===== config.mk =====
export PLATFORM = sky130hd
export DESIGN_NAME = rc4_prga
export DESIGN_NICKNAME = d
export VERILOG_FILES = /design/src/rtl/rc4_pkg.sv /design/src/rtl/rc4_prga.sv
export SDC_FILE = /design/constraint.sdc
export NUM_CORES = 1
export LEC_CHECK = 0
export CORE_MARGIN = 2
export CORE_UTILIZATION = 27
export CTS_CLUSTER_SIZE = 24
export DETAILED_ROUTE_END_ITERATION = 10
export SETUP_SLACK_MARGIN = 0.15
export SYNTH_ARGS = -nofsm -noshare
export SYNTH_HDL_FRONTEND = slang
export SYNTH_SLANG_ARGS = --single-unit
export TNS_END_PERCENT = 20

===== constraint.sdc =====
create_clock -name clk -period 5.4 [get_ports clk]
set_input_delay 1.35 -clock clk [delete_from_list [all_inputs] [get_ports clk]]
set_output_delay 1.35 -clock clk [all_outputs]
set_load 0.01 [all_outputs]

===== src/rtl/rc4_pkg.sv =====
// Types and constants shared by the RC4 key-scheduling and PRGA blocks.
package rc4_pkg;

  localparam int S_DEPTH = 256;

  typedef logic [$clog2(S_DEPTH)-1:0] byte_t;

  typedef enum logic [3:0] {
    IDLE,
    LEN_RD,
    LEN_WR,
    FETCH_I,
    FETCH_J,
    WR_I,
    WR_J,
    FETCH_K,
    XOR_WR
  } prga_state_t;

endpackage


===== src/rtl/rc4_prga.sv =====
// RC4 PRGA + XOR stage: reads a length-prefixed message, permutes S, writes the XORed result.
// Define RC4_PRGA_KEYSTREAM_OUT_EN to expose the keystream as ks_byte / ks_valid.
module rc4_prga
  import rc4_pkg::*;
#(
  parameter int MSG_ADDR_W = 8
) (
  input  logic                  clk,
  input  logic                  rst_n,
  input  logic                  en,
  output logic                  rdy,
  output logic [7:0]            s_addr,
  output logic [7:0]            s_din,
  input  logic [7:0]            s_dout,
  output logic                  s_wren,
  output logic [MSG_ADDR_W-1:0] m_addr,
  input  logic [7:0]            m_dout,
  output logic [MSG_ADDR_W-1:0] c_addr,
  output logic [7:0]            c_din,
  output logic                  c_wren
`ifdef RC4_PRGA_KEYSTREAM_OUT_EN
  ,
  output logic [7:0]            ks_byte,
  output logic [0:0]            ks_valid
`endif
);

  prga_state_t           state;
  byte_t                 i, j, si, sj, len;
  logic [MSG_ADDR_W-1:0] k;

  always_ff @(posedge clk or negedge rst_n) begin
    if (!rst_n) begin
      state <= IDLE;
      i     <= '0;
      j     <= '0;
      k     <= '0;
      si    <= '0;
      sj    <= '0;
      len   <= '0;
    end else begin
      // NOTE: non-blocking assignments so every register samples pre-edge values.
      case (state)
        IDLE:    if (en) state <= LEN_RD;
        LEN_RD:  state <= LEN_WR;
        LEN_WR: begin
          len <= m_dout;
          if (m_dout == 8'd0) begin
            state <= IDLE;
          end else begin
            k     <= MSG_ADDR_W'(1);
            i     <= '0;
            j     <= '0;
            state <= FETCH_I;
          end
        end
        FETCH_I: begin
          i     <= i + 8'd1;
          state <= FETCH_J;
        end
        FETCH_J: begin
          si    <= s_dout;
          j     <= j + s_dout;
          state <= WR_I;
        end
        WR_I: begin
          sj    <= s_dout;
          state <= WR_J;
        end
        WR_J:    state <= FETCH_K;
        FETCH_K: state <= XOR_WR;
        XOR_WR: begin
          if (k == MSG_ADDR_W'(len)) begin
            state <= IDLE;
          end else begin
            k     <= k + MSG_ADDR_W'(1);
            state <= FETCH_I;
          end
        end
        default: state <= IDLE;
      endcase
    end
  end

  assign rdy = (state == IDLE);

  // RAM-facing outputs are decoded from state because several of them depend on
  // read data returned in the same cycle (j address, S[i] write data, XOR result).
  always_comb begin
    // NOTE: defaults first so no path through the case leaves an output unassigned (no latches).
    s_addr = '0;
    s_din  = '0;
    s_wren = 1'b0;
    m_addr = '0;
    c_addr = '0;
    c_din  = '0;
    c_wren = 1'b0;
    case (state)
      LEN_WR: begin
        c_din  = m_dout;
        c_wren = 1'b1;
      end
      FETCH_I: s_addr = i + 8'd1;
      FETCH_J: s_addr = j + s_dout;
      WR_I: begin
        s_addr = i;
        s_din  = s_dout;
        s_wren = 1'b1;
      end
      WR_J: begin
        s_addr = j;
        s_din  = si;
        s_wren = 1'b1;
      end
      FETCH_K: begin
        s_addr = si + sj;
        m_addr = k;
      end
      XOR_WR: begin
        c_addr = k;
        c_din  = s_dout ^ m_dout;
        c_wren = 1'b1;
      end
      default: ;
    endcase
  end

`ifdef RC4_PRGA_KEYSTREAM_OUT_EN
  assign ks_valid = (state == XOR_WR);
  assign ks_byte  = (state == XOR_WR) ? s_dout : 8'd0;
`endif

endmodule


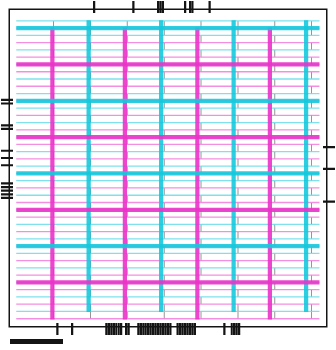
*Power grid, run 1*
The bar under the picture is 20 microns long. Pins as bars on the die edge. Tap cells in grey.
VSS -> magenta
VDD -> cyan
tap cells = 172
signal pins = 62

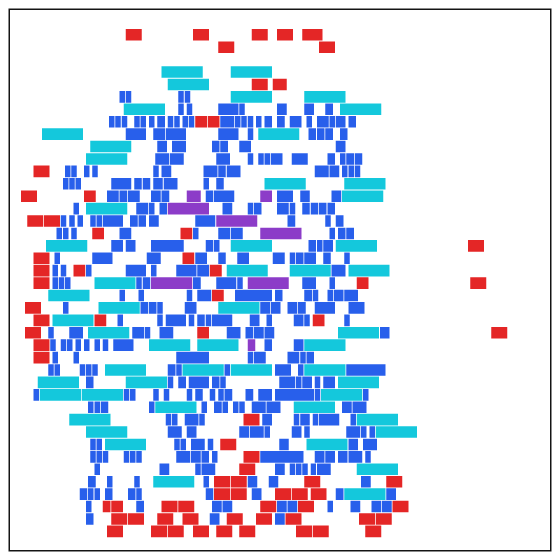
*Placed cells, one colour a class, run 1*
sequential cells -> cyan  # cells 52
clock drivers and dummy loads -> purple  # cells 8
remaining logic cells -> blue  # cells 367
remaining buffers and delay cells -> red  # cells 75

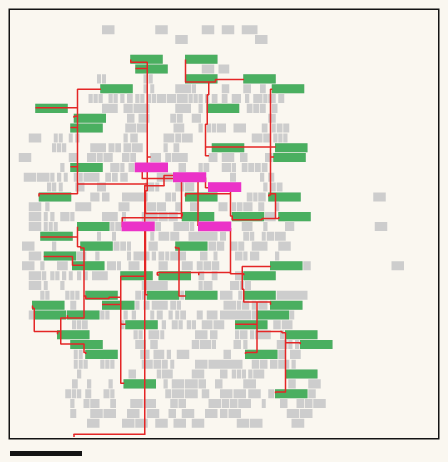
*Routed clock nets over the placement, run 1*
The bar under the picture is 20 microns long.
clock wires -> red  # length 758 microns
clock-net drivers -> magenta  # count 5
flip-flops -> green  # count 52
routed clock nets = 6
final setup skew: 0.00416 ns
clk ins delay skew pair: 0.29 ns
share of total power in the clock network: 24.6%
power in the clock group: 0.329 mW

==> impl_metrics.json, run 1 <==
{
  "final_nets": 538,
  "synthArstFlopShare_pct": 100,
  "drt_first_iter_violations": 202,
  "warnings": 28,
  "post_drt_wl_per_cell_microns": 16.1,
  "place.detailed.instances": 666,
  "finalHoldWorstSlack_ns": 0.485,
  "hpwl_after_detailed_placement_microns": 8030,
  "power.combinational.total_mw": 0.546,
  "globalRoute.busiestLayer": "met2",
  "cts_buffer_depth": 2,
  "top_power_group": "combinational logic",
  "n_antenna_cell": 0,
  "synth_cell_type_count": 46,
  "route.detailed.vias_per_inst": 4.89,
  "p_sw_mw": 0.460,
  "lay_top_cells": "sky130_fd_sc_hd__nand2_1, sky130_fd_sc_hd__clkdlybuf4s50_1, sky130_fd_sc_hd__dfrtp_1",
  "syn_nets": 477,
  "num-fill-cells": 1342,
  "met1_length_microns": 5050,
  "crit_path_end_kind": "primary output",
  "layout-drive-gt1-share_pct": 6.18,
  "ys_seq_share_pct": 36.9,
  "power.density_cell_area_nw_per_um2": 296,
  "run_status": "finished, final reports clean",
  "post-synth-top-count-cell": "sky130_fd_sc_hd__nand2_1",
  "remaining_drc_errors": 0,
  "synth.ff_latch_count": 52,
  "utilization_after_layout_pct": 35.6,
  "worstPathMaxFanout": 3,
  "cts.root.buffer_cell": "sky130_fd_sc_hd__clkbuf_16",
  "finalMaxSlewViolations": 0,
  "grt_setup_unrepaired": "true",
  "cells_after_synthesis": 440,
  "met2_usage_pct": 27.5,
  "sequential_cell_fraction_of_total_power_pct": 34.6,
  "drv.max_cap_violation_count": 0,
  "use_met3_pct": 1.45,
  "chip_area_sq_um": 14000,
  "mappedNetlistArea_sq_um": 3530,
  "hold_viol": 0,
  "core.rowCount": 41,
  "post-route-period-util_pct": 97.2,
  "die_w_microns": 118,
  "postSynthAreaPerCell_sq_um": 8.02,
  "h-tree-depth": 2,
  "ctsResizeCount": 2,
  "detail_route.wirelength_microns": 10800,
  "worst-slew-pin-transition_ns": 1.11
}
-- run 1: final timing paths --
path	startpoint	to	slack, ns	cells after the start
setup / recovery	s_dout[1]	s_addr[7]	0.15	9
hold / removal	sj[3]	sj[3]	0.48	2
setup reg to reg	state[1]	i[6]	2.22	5
hold reg to reg	sj[3]	sj[3]	0.48	2
max in group asynchronous	rst_n	si[4]	3.77	2
min in group asynchronous	rst_n	len[5]	1.17	2
-- run 1: worst max-delay path, stage by stage --
cell                              delay, ns
sky130_fd_sc_hd__clkdlybuf4s50_1       0.47
sky130_fd_sc_hd__ha_1                  0.36
sky130_fd_sc_hd__a211oi_2              0.24
sky130_fd_sc_hd__nor3_1                0.10
sky130_fd_sc_hd__a211oi_2              0.23
sky130_fd_sc_hd__xor2_1                0.12
sky130_fd_sc_hd__or3_1                 0.34
sky130_fd_sc_hd__nand3_1               0.13
sky130_fd_sc_hd__clkdlybuf4s50_1       0.55
-- run 1: sequential cells by signal, summed over array words and instances, names as in the netlist --
name and flops:
si 8, sj 8, j 8, state 4, k 8, i 8, len 8
-- run 1: cell families (layout without fill, tap and decap cells) --
kind of cell	after synthesis	count (layout)	share of synthesized area, %
flip-flops	52	52	36.9
buffers and inverters	30	92	3.69
AND-OR/OR-AND	82	82	14.9
multiplexers	1	1	0.638
XOR/XNOR	26	26	6.45
AND/OR/NAND/NOR	231	231	30.7
adder cells (fa/ha/maj)	18	18	6.81
-- run 1: final cells by class --
cell class / count / area [sq um] / area share (%)
Multi-Input combinational cell: 358 / 2110 / 46.7
Sequential cell: 52 / 1300 / 28.8
Tap cell: 172 / 215 / 4.77
Timing Repair Buffer: 75 / 712 / 15.8
Clock inverter: 3 / 21.3 / 0.471
Clock buffer: 5 / 125 / 2.77
Inverter: 9 / 33.8 / 0.748
==> run 1 -> run 2 <==
--- a/config.mk
+++ b/config.mk
@@ -5,7 +5,7 @@
 export SDC_FILE = /design/constraint.sdc
 export NUM_CORES = 1
 export LEC_CHECK = 0
-export CORE_MARGIN = 2
+export CORE_MARGIN = 3
 export CORE_UTILIZATION = 27
 export CTS_CLUSTER_SIZE = 24
 export DETAILED_ROUTE_END_ITERATION = 10
==> impl_metrics.json, run 2 <==
{
  "drv.max_cap_violation_count": 0,
  "ctsResizeCount": 2,
  "remaining_drc_errors": 0,
  "cell_count_of_the_worst_reg_to_reg_path": 5,
  "timing.rr.start": "state[1]",
  "xor_share_pct": 6.45,
  "hpwl_after_detailed_placement_microns": 8030,
  "finalMaxSlewViolations": 0,
  "synthArstFlopShare_pct": 100,
  "power.density_cell_area_nw_per_um2": 299,
  "clk_latency_ns": 0.29,
  "synth_cell_type_count": 46,
  "topCombFamilyByArea": "simple AND/OR/NAND/NOR gates",
  "route.detailed.vias_per_inst": 4.90,
  "hold-path-cell-count": 2,
  "warnings": 28,
  "cts.root.buffer_cell": "sky130_fd_sc_hd__clkbuf_16",
  "cells_after_synthesis": 440,
  "place.detailed.instances": 666,
  "h-tree-depth": 2,
  "clock-skew-final_ns": 0.00532,
  "run_status": "finished, final reports clean",
  "grt_setup_unrepaired": "true",
  "synth.ff_latch_count": 52,
  "mappedNetlistArea_sq_um": 3530,
  "post_drt_wl_per_cell_microns": 15.7,
  "yosys-mux-area-fraction_pct": 0.638,
  "die_w_microns": 120,
  "post-synth-top-count-cell": "sky130_fd_sc_hd__nand2_1",
  "chip_area_sq_um": 14500,
  "timing.reg2reg.setup_slack_ns": 2.33,
  "final_nets": 538,
  "post-route-period-util_pct": 97.2,
  "synth.cellmix.compoundShare_pct": 14.9,
  "critical_path.reg2reg.endpoint": "i[6]",
  "n_antenna_cell": 0,
  "detail_route.wirelength_microns": 10600,
  "register_area_sq_um": 1300,
  "syn_nets": 477,
  "layout-drive-gt1-share_pct": 5.80,
  "crit_path_cell_trace": "clkdlybuf4s50_1, ha_1, a211oi_2, nor3_1, a211oi_2, xor2_1, or3_1, nand3_1, clkdlybuf4s50_1",
  "crit_path_end_kind": "primary output",
  "worst-slew-pin-transition_ns": 1.02
}
## run 2: metrics by stage
stage | hold WS (ns) | worst slack, ns | total power [mW]
floorplan | 0.450 | 1.19 | 0.764
global placement | 0.467 | 0.0927 | 0.998
detailed placement | 0.475 | 0.0261 | 1.01
CTS | 0.492 | 0.0887 | 1.37
global route | 0.518 | 0.0387 | 1.44
finish | 0.486 | 0.149 | 1.35
## run 2: logic make-up (layout without fill, tap and decap cells)
| family | Yosys count | count (layout) |
|---|---|---|
| AOI/OAI and AO/OA | 82 | 82 |
| xor gates and xnor gates | 26 | 26 |
| adders and majority gates | 18 | 18 |
| buffers and inverters | 30 | 90 |
| DFF | 52 | 52 |
| muxes | 1 | 1 |
| and+or+nand+nor | 231 | 231 |
## run 2: worst max path at each step
stage / from / endpoint / slack (ns) / depth (start not counted)
after global routing: s_dout[1] / s_addr[7] / 0.04 / 9
after CTS: s_dout[1] / s_addr[7] / 0.09 / 9
after global placement: s_dout[0] / s_addr[7] / 0.09 / 9
after floorplan: s_dout[1] / s_addr[7] / 1.19 / 7
final: s_dout[1] / s_addr[7] / 0.15 / 9
after detailed placement: s_dout[1] / s_addr[7] / 0.03 / 9
## run 2: layout make-up
type                       instances  area share [%]
clock inverter                     1           0.664
inverter                           9           0.747
sequential                        52            28.8
tap                              172            4.76
clock buffer                       5            2.77
multi-input combinational        358            46.6
timing repair buffer              75            15.7
## run 2: per-layer routing
metal / vias up / wire length [microns] / GRT usage (%)
met1: 1581 / 4730 / 21.0
li1: 1621 / - / -
met2: 77 / 5190 / 26.1
met5: - / 0 / 0
met4: 0 / 237 / 4.67
met3: 12 / 388 / 1.82
## run 2: where the power goes
group	switching, mW	internal (mW)	leakage [nW]
sequential	0.0344	0.429	0.588
combinational	0.265	0.276	1.28
clock	0.135	0.214	0.0757
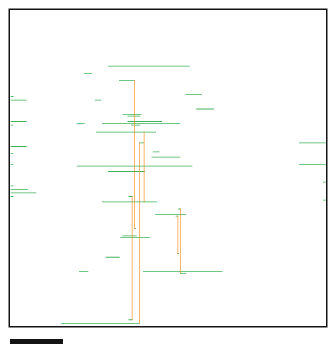
*Wiring by layer, run 2*
The bar under the picture is 20 microns long. Two of the layers only.
M4 -> orange  # wire length 237 microns
M3 -> green  # wire length 389 microns

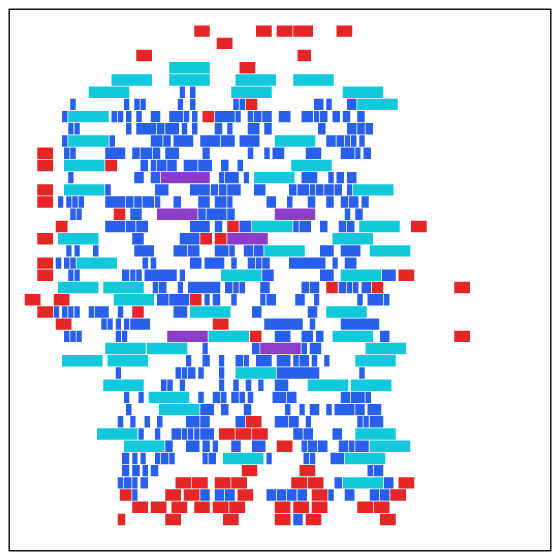
*Placed cells, one colour a class, run 2*
sequential cells -> cyan  # cells 52
remaining logic cells -> blue  # cells 367
remaining buffers and delay cells -> red  # cells 75
clock drivers and dummy loads -> purple  # cells 6
utilization after layout: 35.6%
Placement Rows: 41
area of the core: 12700 sq um
final std cell area, no fill: 4520 sq um

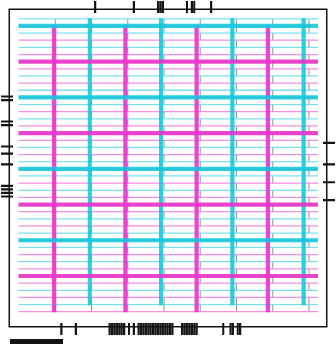
*Power grid, run 2*
The bar under the picture is 20 microns long. Pins as bars on the die edge. Tap cells in grey.
VSS -> magenta
VDD -> cyan
signal pins = 62
met5 straps = 8
met4 straps = 8
tap cells = 172
rows = 41

No activity file was given, so power comes from the tool's default toggle rates.
